Fig. 1: floorplan with the power grid
Scale bar: 10 um. Pins as bars on the die edge.
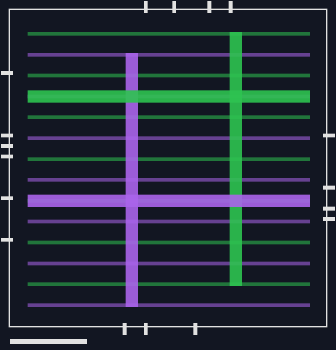
Fig. 2: placement by cell class
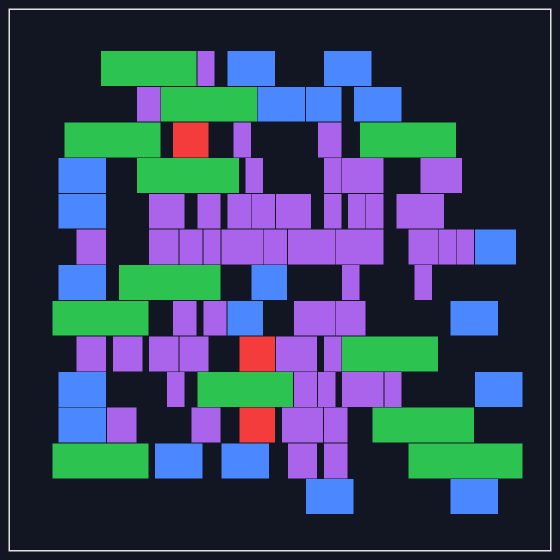
Fig. 3: routed clock nets over the placement
Scale bar: 10 um.
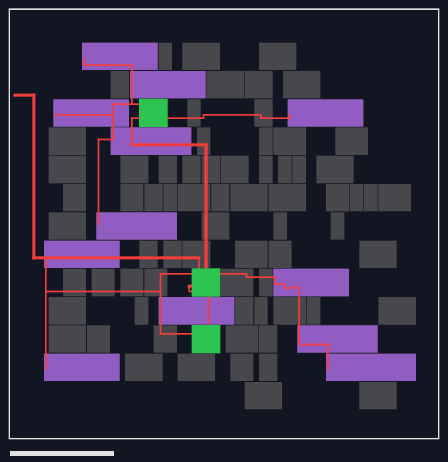
Fig. 4: routed metal, one colour a layer
Scale bar: 10 um.
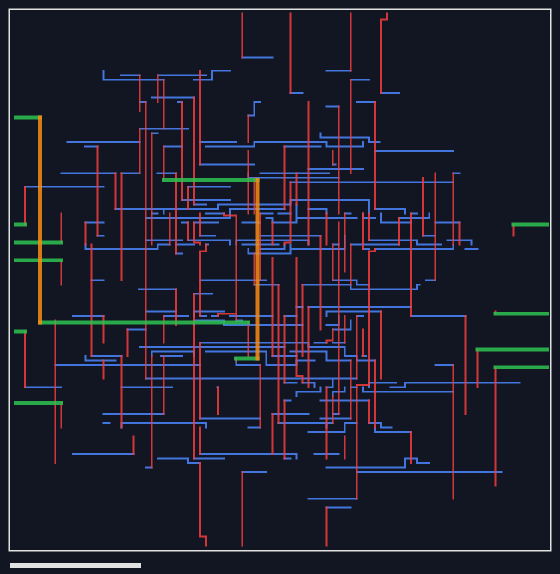
Design req_event_encoder, sky130hd; sources not shown.
==> results.txt <==
Latest figures from synthesis and place and route.

The signal on the critical path passes through clkdlybuf4s50_1. In the final design database the tool counted between 90 and 100 nets. The warning total across the stage logs is 26. In this run the number of cells on the critical path is 1.

Per the layout area report, the register area comes to between 200 and 250 sq um. The total number of H-tree levels is 1. The clock buffer count from CTS is 3. The TritonCTS clock tree is done.

Max-slew check failures listed in the final report amount to 0. The power per cell area is ~810 nW/um^2. The synthesized instance count is 63.

The total placed instance area is between 700 and 800 sq um. The layout summary lists the proportion of cells stronger than drive strength 1 as 0.176. For this run the aggregate overflow at the end of global routing stands at 0.

The number of max-cap violations is 0. The power report puts the leakage power at just over 0.3 nW. The worst hold path cell count is 2.

STA classifies the critical path endpoint as a primary output. For this block, the routed nets add up to 1.14 mm of wire. The number of hold-slack violations in the final timing report is 0. The buffer and inverter count on the worst path is 1. The number of warnings printed during yosys synthesis is 6. For the worst setup path, the data required time is 1.27 ns. Per Yosys stat, the portion of area used by sequential elements is 0.457. The total area of multi-input combinational cells is roughly 280 sq um. The share of synthesized area in the top cell type comes to 0.457. Per the cell usage report, the commonest logic cells after layout are 15 x clkdlybuf4s50_1, 8 x dfxtp_1, 7 x nand2_1, 7 x a21oi_1, 5 x inv_1.

From bottom edge to top edge, the die measures 41.2 um. The time the final worst path needs with I/O delays and setup is roughly 1.8 ns. Setup total negative slack on the finished layout was measured at 0 ns.

The maximum number of pins on one net before global-route repair is 9. The initial antenna violation count came to 0. The floorplan die width is 41.2 um. The startpoint type of the worst setup path is a flip-flop. At the floorplan stage, the core utilization is reported as 0.404.

The global routing report lists combined usage of all routing layers as 0.176. The hold slack is 0.260 ns. The average vias per placed instance is slightly above 5. The number of nets handed over by synthesis was approximately 71. The final report lists the setup-violating endpoint count as 0. The slowest stage of the critical path belongs to the cell clkdlybuf4s50_1. The area growth from synthesis to layout is 45.7%. The number of port buffers is 16. Nets still carrying antenna violations after routing amount to 0. The actual transition at the worst max-transition pin is between 0.3 and 0.4 ns.

By area the synthesized netlist is led by dfxtp_1 46%, a21oi_1 6.7%, nand2_1 5.0%. The final clock period utilization by the worst path is 0.977. The initial DRC count is 2. Per STA, the highest per-stage delay on the worst path measures around 0.56 ns. The number of sinks driven by the clock tree is 12. The type recorded for the worst min-delay path is reg2reg. The first detailed-routing pass took 2 iterations. The synthesized area per cell is 8.34 sq um.

Setup repair after global routing left no endpoint under its margin. The worst slew margin relative to its limit is 0.745. The overall die area is approximately 1700 sq um. The dominant delay contributor by cell family on the critical path is buffers and inverters.

After legalization and detailed placement, the total HPWL measured slightly below 900 um. For this run, the top clock speed supported by timing is 0.556 GHz. The weighted congestion at the end of routability-driven global placement is 0.757.

By instance count after routing, the leading logic cell type is clkdlybuf4s50_1. The classification of the worst setup path is reg2out. Of all nets on the critical path, the largest fanout is 7.

For this run, the script counts the antenna cells in the layout as 0. Yosys stat counts approximately 63 cells in the synthesized netlist. TritonRoute reported its final design rule violation total as 0.

The arrival time of the worst setup path is ~1.2 ns. The post-synth register bit count is 12. The report puts the cell count of the worst reg-to-reg path at 5. The synthesized chip area reported by yosys is 526 sq um. The worst-case clock buffer depth is 2. The register-to-register path setup slack is ~0.2 ns. The number of fillers in the final layout is between 100 and 150. The tree is rooted in a clkbuf_4. dfxtp_1 takes more of the synthesized area than any other cell. On the worst setup and hold paths after CTS, the clock-pin slew comes to ~0.07 ns. The first global-routing pass estimated between 1.5 and 2 mm of wire. The flow ran to the end, and the final reports show no timing, DRC or antenna violations.

The via count of the first global-routing pass is 419. The synthesized netlist occupies a cell area of between 500 and 600 sq um. Per the synthesis report, the number of distinct cell types is 23. The number of top-level pins is 17.
Notes on Fig. 1 above:
colour	net
green	VDD
purple	VSS
signal pins	17
met5 straps	2
standard cell core area: 1300 sq um
VDD IR max: 440 uV

Notes on Fig. 2 above:
colour	class	cells	share of their area
blue	remaining buffers and delay cells	19	24%
green	registers	12	33%
red	clock-net drivers	3	3.0%
purple	remaining logic cells	51	40%
number of cell rows: 13
post-route standard cell area excluding fillers: 766 sq um
fin util: 0.588

Notes on Fig. 3 above:
[red] clock wires | length: 172 um
[green] clock-net drivers | count: 3
[purple] flip-flops | count: 12
routed clock nets	4
reported clock group power: 161 uW
Worst-Skew Late Latency: 0.27 ns
clock power share: 0.261

Notes on Fig. 4 above:
colour	layer	wire length
red	M2	523 um
green	M3	53.8 um
orange	M4	29.2 um
blue	M1	534 um
via count: 509
average detailed-routed wire length per instance: 11.4 um

## power by group
part	leakage [nW]	switching (mW)	internal, mW	total, mW
Sequential	0.101	0.0209	0.282	0.303
Combinational	0.192	0.0692	0.0852	0.154
Clock	0.0138	0.0857	0.0758	0.161
## final cells by class
type                    instances  area share
multi-input cells              46       0.361
flip-flops and latches         12       0.324
repair buffers                 19       0.237
clock buffers                   3      0.0294
inverters                       5      0.0245
well taps                      15      0.0245
## per-stage QoR
step	std cells	worst slack [ns]	power (mW)
2_1_floorplan	63	0.194	0.383
3_3_place_gp	97	0.0180	0.461
3_5_place_dp	97	-0.0124	0.463
4_1_cts	100	0.0364	0.622
5_1_grt	100	0.0121	0.655
6_report	100	0.0423	0.619
## cell usage after synthesis, drive strengths merged
library cell  instances
nand3b                1
nand2                 7
and2                  4
inv                   5
nand3                 3
o311ai                1
a31oi                 1
nor3                  2
dfxtp                12
a22o                  1
a21oi                 8
a41oi                 1
and2b                 1
o21ai                 3
and3b                 1
nor2                  4
a311oi                1
nand2b                5
nor2b                 2
## timing repair
action | CTS | global route
setup endpoints to repair | 4 | 0
endpoints found under the hold margin | 0 | 0
resized | 7 | 0
setup buffers | 0 | 0
hold buffers | 0 | 0
## routing by layer
layer / track usage / vias up / share of wire
li1: - / 262 / -
met1: 0.203 / 231 / 0.47
met2: 0.262 / 12 / 0.46
met3: 0.0489 / 4 / 0.047
met4: 0.121 / 0 / 0.025
met5: - / - / 0
## cell families after synthesis
| group | share of synthesized area |
|---|---|
| buffers and inverters | 0.0357 |
| AOI/OAI and AO/OA | 0.190 |
| DFF | 0.457 |
| and+or+nand+nor | 0.317 |
Power is estimated from default activity; no workload was simulated.
